--- config.mk ---
export PLATFORM = sky130hd
export DESIGN_NAME = saes_decrypt_seq
export DESIGN_NICKNAME = d
export VERILOG_FILES = /design/src/rtl/saes_pkg.sv /design/src/rtl/saes_key_expand.sv /design/src/rtl/saes_decrypt_seq.sv
export SDC_FILE = /design/constraint.sdc
export NUM_CORES = 1
export LEC_CHECK = 0
export ABC_AREA = 1
export CAP_MARGIN = 20
export CELL_PAD_IN_SITES_DETAIL_PLACEMENT = 0
export CELL_PAD_IN_SITES_GLOBAL_PLACEMENT = 1
export CORE_ASPECT_RATIO = 1.4
export CORE_MARGIN = 4
export CORE_UTILIZATION = 41
export CTS_CLUSTER_DIAMETER = 100
export DETAILED_ROUTE_END_ITERATION = 16
export HOLD_SLACK_MARGIN = 0.12
export PLACE_DENSITY = 0.89
export SETUP_SLACK_MARGIN = 0.1
export SLEW_MARGIN = 20
export SYNTH_ARGS = -nofsm -noshare
export SYNTH_HDL_FRONTEND = slang
export SYNTH_HIERARCHICAL = 1
export SYNTH_SLANG_ARGS = --single-unit
--- constraint.sdc ---
create_clock -name clk -period 5.1 [get_ports clk]
set_input_delay 1.02 -clock clk [delete_from_list [all_inputs] [get_ports clk]]
set_output_delay 1.02 -clock clk [all_outputs]
set_load 0.01 [all_outputs]
--- src/rtl/saes_pkg.sv ---
// Shared S-AES definitions: S-boxes, GF(2^4) multiply, round constants,
// state-matrix helpers and the decrypt FSM state type.
package saes_pkg;

    localparam logic [7:0] RCON1 = 8'h80;
    localparam logic [7:0] RCON2 = 8'h30;

    typedef enum logic [2:0] {
        IDLE,
        KEYX,
        RK2,
        RND1,
        RND2
    } state_t;

    function automatic logic [3:0] sbox(input logic [3:0] n);
        logic [3:0] r;
        case (n)
            4'h0: r = 4'h9;
            4'h1: r = 4'h4;
            4'h2: r = 4'hA;
            4'h3: r = 4'hB;
            4'h4: r = 4'hD;
            4'h5: r = 4'h1;
            4'h6: r = 4'h8;
            4'h7: r = 4'h5;
            4'h8: r = 4'h6;
            4'h9: r = 4'h2;
            4'hA: r = 4'h0;
            4'hB: r = 4'h3;
            4'hC: r = 4'hC;
            4'hD: r = 4'hE;
            4'hE: r = 4'hF;
            default: r = 4'h7;
        endcase
        return r;
    endfunction

    function automatic logic [3:0] inv_sbox(input logic [3:0] n);
        logic [3:0] r;
        case (n)
            4'h0: r = 4'hA;
            4'h1: r = 4'h5;
            4'h2: r = 4'h9;
            4'h3: r = 4'hB;
            4'h4: r = 4'h1;
            4'h5: r = 4'h7;
            4'h6: r = 4'h8;
            4'h7: r = 4'hF;
            4'h8: r = 4'h6;
            4'h9: r = 4'h0;
            4'hA: r = 4'h2;
            4'hB: r = 4'h3;
            4'hC: r = 4'hC;
            4'hD: r = 4'h4;
            4'hE: r = 4'hD;
            default: r = 4'hE;
        endcase
        return r;
    endfunction

    // Shift-and-add multiply reduced by x^4+x+1 after every shift.
    function automatic logic [3:0] gf4_mul(input logic [3:0] a, input logic [3:0] b);
        logic [3:0] p;
        logic [3:0] m;
        p = '0;
        m = a;
        for (int unsigned i = 0; i < 4; i++) begin
            if (b[i])
                p = p ^ m;
            m = {m[2:0], 1'b0} ^ (m[3] ? 4'h3 : 4'h0);
        end
        return p;
    endfunction

    function automatic logic [7:0] rot_nib(input logic [7:0] b);
        return {b[3:0], b[7:4]};
    endfunction

    function automatic logic [7:0] sub_nib8(input logic [7:0] b);
        return {sbox(b[7:4]), sbox(b[3:0])};
    endfunction

    function automatic logic [15:0] inv_shift_row(input logic [15:0] s);
        return {s[15:12], s[3:0], s[7:4], s[11:8]};
    endfunction

    function automatic logic [15:0] inv_nib_sub(input logic [15:0] s);
        return {inv_sbox(s[15:12]), inv_sbox(s[11:8]), inv_sbox(s[7:4]), inv_sbox(s[3:0])};
    endfunction

    function automatic logic [15:0] inv_mix_columns(input logic [15:0] s);
        logic [3:0] a0, b0, a1, b1;
        a0 = s[15:12];
        b0 = s[11:8];
        a1 = s[7:4];
        b1 = s[3:0];
        return {gf4_mul(4'h9, a0) ^ gf4_mul(4'h2, b0),
                gf4_mul(4'h2, a0) ^ gf4_mul(4'h9, b0),
                gf4_mul(4'h9, a1) ^ gf4_mul(4'h2, b1),
                gf4_mul(4'h2, a1) ^ gf4_mul(4'h9, b1)};
    endfunction

endpackage

--- src/rtl/saes_key_expand.sv ---
// Combinational S-AES key schedule: 16-bit cipher key -> round keys K1, K2.
module saes_key_expand
    import saes_pkg::*;
(
    input  logic [15:0] key,
    output logic [15:0] k1,
    output logic [15:0] k2
);

    logic [7:0] w0, w1, w2, w3, w4, w5;

    assign w0 = key[15:8];
    assign w1 = key[7:0];
    assign w2 = w0 ^ RCON1 ^ sub_nib8(rot_nib(w1));
    assign w3 = w2 ^ w1;
    assign w4 = w2 ^ RCON2 ^ sub_nib8(rot_nib(w3));
    assign w5 = w4 ^ w3;

    assign k1 = {w2, w3};
    assign k2 = {w4, w5};

endmodule

--- src/rtl/saes_decrypt_seq.sv ---
// Iterative S-AES decryption engine with start/busy/done handshake.
// Optional expanded-key cache enabled by defining SAES_KEY_CACHE_EN.
module saes_decrypt_seq
    import saes_pkg::*;
(
    input  logic        clk,
    input  logic        rst,
    input  logic [15:0] key,
    input  logic [15:0] inputText,
    input  logic        start,
    output logic        busy,
    output logic        done,
    output logic [15:0] outputText
);

    state_t      state, state_nx;
    logic [15:0] k0_q, k1_q, k2_q;
    logic [15:0] st_q;
    logic [15:0] out_q;
    logic        done_q;
    logic [15:0] k1_x, k2_x;
    logic [15:0] rnd1_val, rnd2_val;
    logic        hit;

    saes_key_expand u_key_expand (
        .key (k0_q),
        .k1  (k1_x),
        .k2  (k2_x)
    );

`ifdef SAES_KEY_CACHE_EN
    // k1_q/k2_q are only rewritten in KEYX, so they already hold the
    // expansion of cache_key whenever cache_valid is set.
    logic [15:0] cache_key;
    logic        cache_valid;

    always_ff @(posedge clk) begin
        if (rst) begin
            cache_key   <= '0;
            cache_valid <= 1'b0;
        end else if (state == KEYX) begin
            cache_key   <= k0_q;
            cache_valid <= 1'b1;
        end
    end

    assign hit = cache_valid && (key == cache_key);
`else
    assign hit = 1'b0;
`endif

    assign rnd1_val = inv_mix_columns(inv_nib_sub(inv_shift_row(st_q)) ^ k1_q);
    assign rnd2_val = inv_nib_sub(inv_shift_row(st_q)) ^ k0_q;

    always_comb begin
        state_nx = state;
        unique case (state)
            IDLE:    if (start) state_nx = hit ? RK2 : KEYX;
            KEYX:    state_nx = RK2;
            RK2:     state_nx = RND1;
            RND1:    state_nx = RND2;
            RND2:    state_nx = IDLE;
            default: state_nx = IDLE;
        endcase
    end

    always_ff @(posedge clk) begin
        if (rst)
            state <= IDLE;
        else
            state <= state_nx;
    end

    always_ff @(posedge clk) begin
        if (rst) begin
            k0_q   <= '0;
            k1_q   <= '0;
            k2_q   <= '0;
            st_q   <= '0;
            out_q  <= '0;
            done_q <= 1'b0;
        end else begin
            done_q <= 1'b0;
            unique case (state)
                IDLE: begin
                    if (start) begin
                        k0_q <= key;
                        st_q <= inputText;
                    end
                end
                KEYX: begin
                    k1_q <= k1_x;
                    k2_q <= k2_x;
                end
                RK2:  st_q <= st_q ^ k2_q;
                RND1: st_q <= rnd1_val;
                RND2: begin
                    out_q  <= rnd2_val;
                    done_q <= 1'b1;
                end
                default: ;
            endcase
        end
    end

    assign busy       = (state != IDLE);
    assign done       = done_q;
    assign outputText = out_q;

endmodule

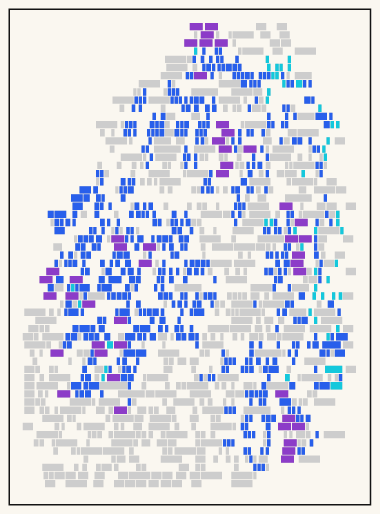
run_1/logic_types.png
Scale: 3 px per µm.
legend:
  blue:
    family: nand cells
    cells: 533
  cyan:
    family: nor cells
    cells: 48
  purple:
    family: fa/ha/maj cells
    cells: 46
    where: all over the die
Top cell excl fill/tap: nand2_1
non-filler cells, final: 1388
combinational share of cell area: 0.547

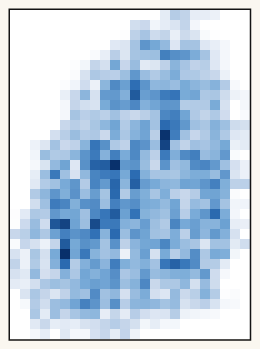
run_1/metal_density.png
Scale: 2 px per µm. The die is cut into 24 by 33 equal tiles; white is low, dark blue is high, scaled to the fullest tile. Values are wire area over tile area, all layers added.
emptiest ninth of the die: upper left
tiles over half the peak: 21%
mean over tiles: 0.16
fullest tile: 0.54
nearly empty tiles: 23%
via count: 6848
gr usage total: 0.208

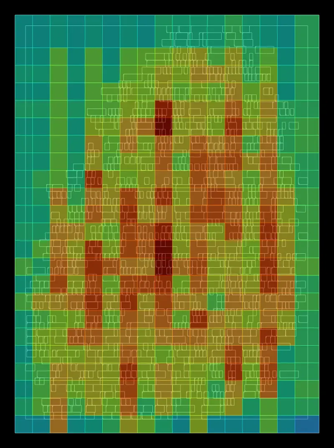
run_1/congestion.png
routing usage on met1: 0.241
gr busiest metal: met2
met3 usage: 0.0254
grt met2 use: 0.391

==> metrics.cfg, run 1 <==
[status]
status = complete, no violations

[logic_synthesis]
flop_cell = dfxtp_1
simple_gate_share = 0.369
synthTopCellsByArea = dfxtp_1 (28%), nand2_1 (18%), nand3_1 (8.3%), ha_1 (8.0%), inv_1 (6.7%)

[final_timing]
finalCritPeriodShare = 0.611
setup_viol = 0
finalWorstSetupSlack_ns = 1.98

[global_route]
grt_max_degree = 72
grt_pass1_wl_mm = 32.3
grt_overflow_total = 0

[clock_tree]
postCtsSetupBuffers = 0
cts.repair.resized = 0
clkTransAtPathRegs_ns = 0.07
htree_levels = 3
holdBufCountCts = 0

[cells_and_area]
bufAreaShareNonClock = 0.0658
nets = 1228
synthToLayoutAreaGrowth_pct = 13.2
comb_area_um2 = 4450

[floorplan]
fp_util = 0.417
rows = 57
die-area_um2 = 19700
die_h_um = 165

[power_and_ir_drop]
p_clk_uw = 684
pwr-share-seq = 0.339
seq-power_mw = 1.09
powerDensity_nw_per_um2 = 394

[critical_path]
worst_path_largest_cell_delay_ns = 0.80
worstSetupStartpoint = rst
slowest_stage = clkdlybuf4s50_1
path_cells = clkdlybuf4s50_1 > inv_2 > buf_4 > nand2_1 > a21oi_1 > nor2_1

[place]
place_congestion = 0.885
pre_cts_slack_ns = 1.61

[detailed_routing]
postRouteAntennaNets = 0
route.met3.wl_um = 553

[flow_run]
warnings = 64

==> run 2, diff against run 1 <==
- clock period: 5.1 -> 3.2 ns (I/O delays scaled with it)
==> run 2 against run 1 <==
Effect of this change:
- worst setup slack lost 1.5 ns
- first-iteration DRC count is 29% higher
- clock power rose by 56%
- clock skew decreased by 0.0028 ns
- combinational power grew 64%
==> metrics.cfg, run 2 <==
[global_route]
grt_use_total = 0.213
grt_busiest_layer = met2
met3_usage = 0.0322
grt_max_degree = 49
use_met1 = 0.248
grt_pass1_wl_mm = 33.0
grt_overflow_total = 0

[cells_and_area]
nets = 1247

[power_and_ir_drop]
powerDensity_nw_per_um2 = 623
p_clk_mw = 1.07
seq-power_mw = 1.72

[clock_tree]
cts.repair.resized = 0
clkTransAtPathRegs_ns = 0.08
postCtsSetupBuffers = 0
htree_levels = 3
holdBufCountCts = 0

[final_timing]
finalCritPeriodShare = 0.838
worst_pin_slew_ns = 0.905
finalWorstSetupSlack_ns = 0.518
setup_viol = 0

[place]
place_congestion = 0.885
pre_cts_slack_ns = 0.420

[critical_path]
worst_path_largest_cell_delay_ns = 0.36
slowest_stage = o21ai_0
worstSetupStartpoint = k0_q[1]$_SDFFE_PP0P_

[logic_synthesis]
synthTopCellsByArea = dfxtp_1 (28%), nand2_1 (18%), nand3_1 (8.3%), ha_1 (8.0%), inv_1 (6.7%)
simple_gate_share = 0.369
flop_cell = dfxtp_1

[floorplan]
rows = 57
die_h_um = 165
die-area_um2 = 19700
fp_util = 0.417

[flow_run]
warnings = 64

[detailed_routing]
postRouteAntennaNets = 0

[status]
status = complete, no violations

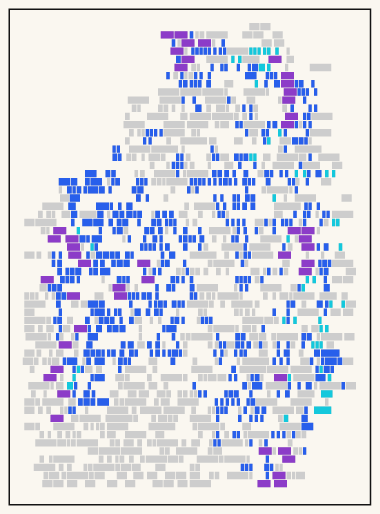
run_2/logic_types.png
Scale: 3 px per µm.
legend:
  purple:
    family: fa/ha/maj cells
    cells: 46
    where: all over the die
  cyan:
    family: nor cells
    cells: 48
  blue:
    family: nand cells
    cells: 533
non-filler cells, final: 1407
combinational share of cell area: 0.538

No activity file was given, so power comes from the tool's default toggle rates.
